Fig. 1: cell sizes after repair
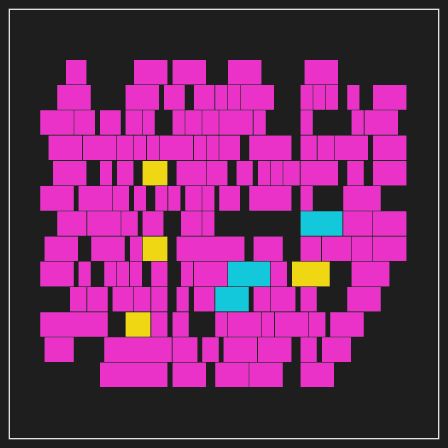
Fig. 2: placement by cell class
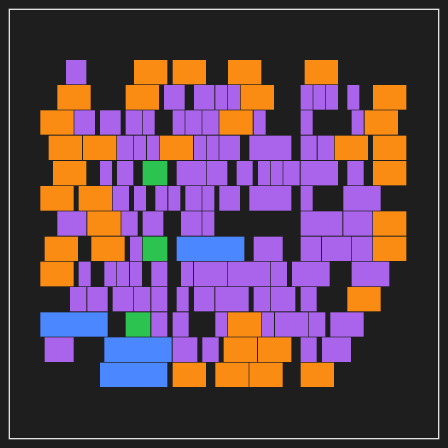
Fig. 3: local utilization
9 x 9 tiles, from black (low) to pale yellow (high), 0 to 100% covered.
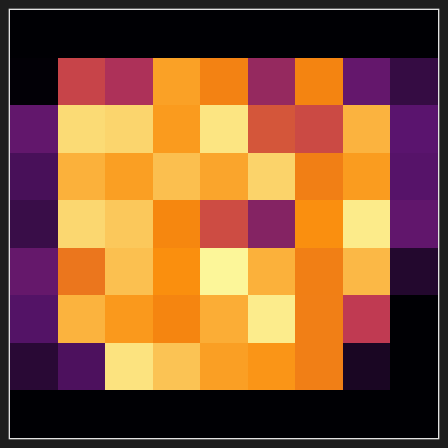
Design mc_ctrl_flat, sky130hd; sources not shown.
==> flow_metrics.tcl <==
# metrics dict for downstream scripts
set metrics [dict create \
    outcome "finished, final reports clean" \
    drive_gt1_frac 0.0519 \
    overflow 0 \
    n_tap_cell 15 \
    clkTransAtPathRegs_ps 50 \
    worst_path_most_repeated_cell "inv_1" \
    cts-hold-fix-buffers 0 \
    largest_reg_flops 4 \
    end_kind "primary output" \
    fmax_ghz 0.304 \
    worst_path_max_delay_cell "dfxtp_1" \
    globalplace.congestion 0.761 \
    fin_crit_sh 0.633 \
    portBuffers 34 \
    synth_chip_area_sq_um 661 \
    ff_count 4 \
    dr_total_vias 849 \
    crit_path_start_kind "register" \
    finalHoldViolations 0 \
    drt-total-wl_microns 1870 \
    layout_top_cells "34 x clkdlybuf4s50_1, 16 x nor2_1, 10 x inv_1" \
    ir_drop_mv 0.103 \
    area_share_nonclk_buffers 0.335 \
    grt.total_usage 0.188 \
    wl_per_cell_microns 12.5 \
    cts_htree_levels 1 \
    ys_warn_count 6 \
    clock-root-buffer "clkbuf_4" \
    crit_chain "nand2b_1 > nor3_1 > inv_1 > ha_1 > nand4bb_1 > o22ai_1 > inv_1 > nor2_1 > clkdlybuf4s50_1" \
    flop_cell "dfxtp_1" \
    ys_cells 104 \
    slowest_delay_ps 590 \
    grt_pass1_vias 732 \
    grt_max_degree 16 \
    nets 154 \
    cp_max_fo 14 \
    crit_required_ps 4680 \
    drtPass1Iterations 4 \
    antenna_found_initial 0 \
    worst-slew-pin-transition_ps 521 \
    clock-skew-final_ps 10.8 \
    diodes 0 \
    setup_viol 0 \
    synthesis.area_sq_um 661 \
    cellPowerDensity_nw_per_um2 116 \
    clockBufferDepth 2 \
    postCtsSetupRepairBufs 0 \
    die_w_microns 46.1 \
    critPathTopFamily "simple AND/OR/NAND/NOR gates" \
    comb_share 0.509 \
    finalNonFillerCells 150 \
    die_h_microns 46.1 \
    fin_tns_setup_ps 0 \
    nClkBuffers 3 \
    reg2regPathDepth 3 \
    num-multi-input-gates 84 \
    ys_seq_frac 0.121 \
    ctsResizeCount 0 \
    dpl-instance-area_sq_um 993 \
    cts_sinks 4 \
    io_pins 35 \
    p_leak_nw 0.363 \
    finalPower_mw 0.118 \
    dominant_cells "multi-input combinational cells" \
    rows 13 \
    antenna_left 0 \
    via_per_inst 5.66 \
    inverters 10 \
    multiInputGateArea_sq_um 517 \
    dieArea_sq_um 2130 \
    synth_cell_type_count 33 \
    flop_area_sq_um 80.1 \
    crit_buf_inv 3 \
    grt_pass1_wl_microns 3020 \
]
## Picture notes: Fig. 1
- drive 2: cyan (cells 3; share 2.2%)
- drive 1 or less: magenta (cells 128; share 95%; most used clkdlybuf4s50_1)
- drive 3 to 4: yellow (cells 4; share 3.0%; most used clkbuf_4)
Layout area overhead: 53.8%
post-route setup slack: 1910 ps
Non-clk bufs: 34
post-route cell area: 1020 sq um

## Picture notes: Fig. 2
- all other logic: purple (cells 94)
- other buffers and delay cells: orange (cells 34)
- flip-flops: blue (cells 4)
- cells driving clock nets: green (cells 3)
Core ar.: 1400 sq um
Util after Layout: 0.726

## Picture notes: Fig. 3
- densest ninth of the die: middle
- nearly empty tiles: 26%
- fullest tile: 98%
Initial Util: 0.472

-- routing by layer --
layer	vias to the layer above	global-route usage	share of wire
met1	384	0.229	0.44
met5	-	0	0
met3	0	0.0508	0.081
li1	430	-	-
met4	0	0.0568	0
met2	35	0.316	0.47
-- worst register-to-register path, delay by kind of cell (launching register included) --
kind / cells / cell delay, ps
and+or+nand+nor: 2 / 580
DFF: 1 / 530
AOI/OAI and AO/OA: 1 / 180
-- power by group --
part	leakage [nW]	internal (mW)	switching [mW]	total, mW
combinational	0.316	0.0253	0.0183	0.0436
clock	0.0138	0.0259	0.0138	0.0397
sequential	0.0326	0.0317	0.00287	0.0346
total	0.363	0.0829	0.0349	0.118
-- per-stage QoR --
| stage | utilization | setup slack [ps] | hold WS [ps] |
|---|---|---|---|
| 3_5_place_dp | 0.710 | 2150 | 659 |
| 2_1_floorplan | - | 2920 | 575 |
| 6_report | 0.726 | 1910 | 689 |
| 3_3_place_gp | 0.710 | 2190 | 663 |
| 5_1_grt | 0.726 | 1620 | 728 |
| 4_1_cts | 0.726 | 1930 | 678 |
-- logic make-up after synthesis --
kind of cell | Yosys count | share of synthesized area
muxes | 1 | 0.0152
adders and majority gates | 2 | 0.0379
buffers and inverters | 16 | 0.0966
DFF | 4 | 0.121
AOI/OAI and AO/OA | 21 | 0.195
and+or+nand+nor | 56 | 0.481
xor gates and xnor gates | 4 | 0.0530
-- cells in the mapped netlist, drive strengths merged (3+ instances only) --
cell,number,share of area
nand2,7,0.040
a21oi,9,0.068
and2,4,0.038
nand2b,4,0.038
o22ai,3,0.028
inv,10,0.057
nor3,10,0.083
dfxtp,4,0.12
nor2,16,0.091
nand4bb,3,0.051
clkbuf,4,0.025
o21ai,5,0.038
Power is estimated from default activity; no workload was simulated.
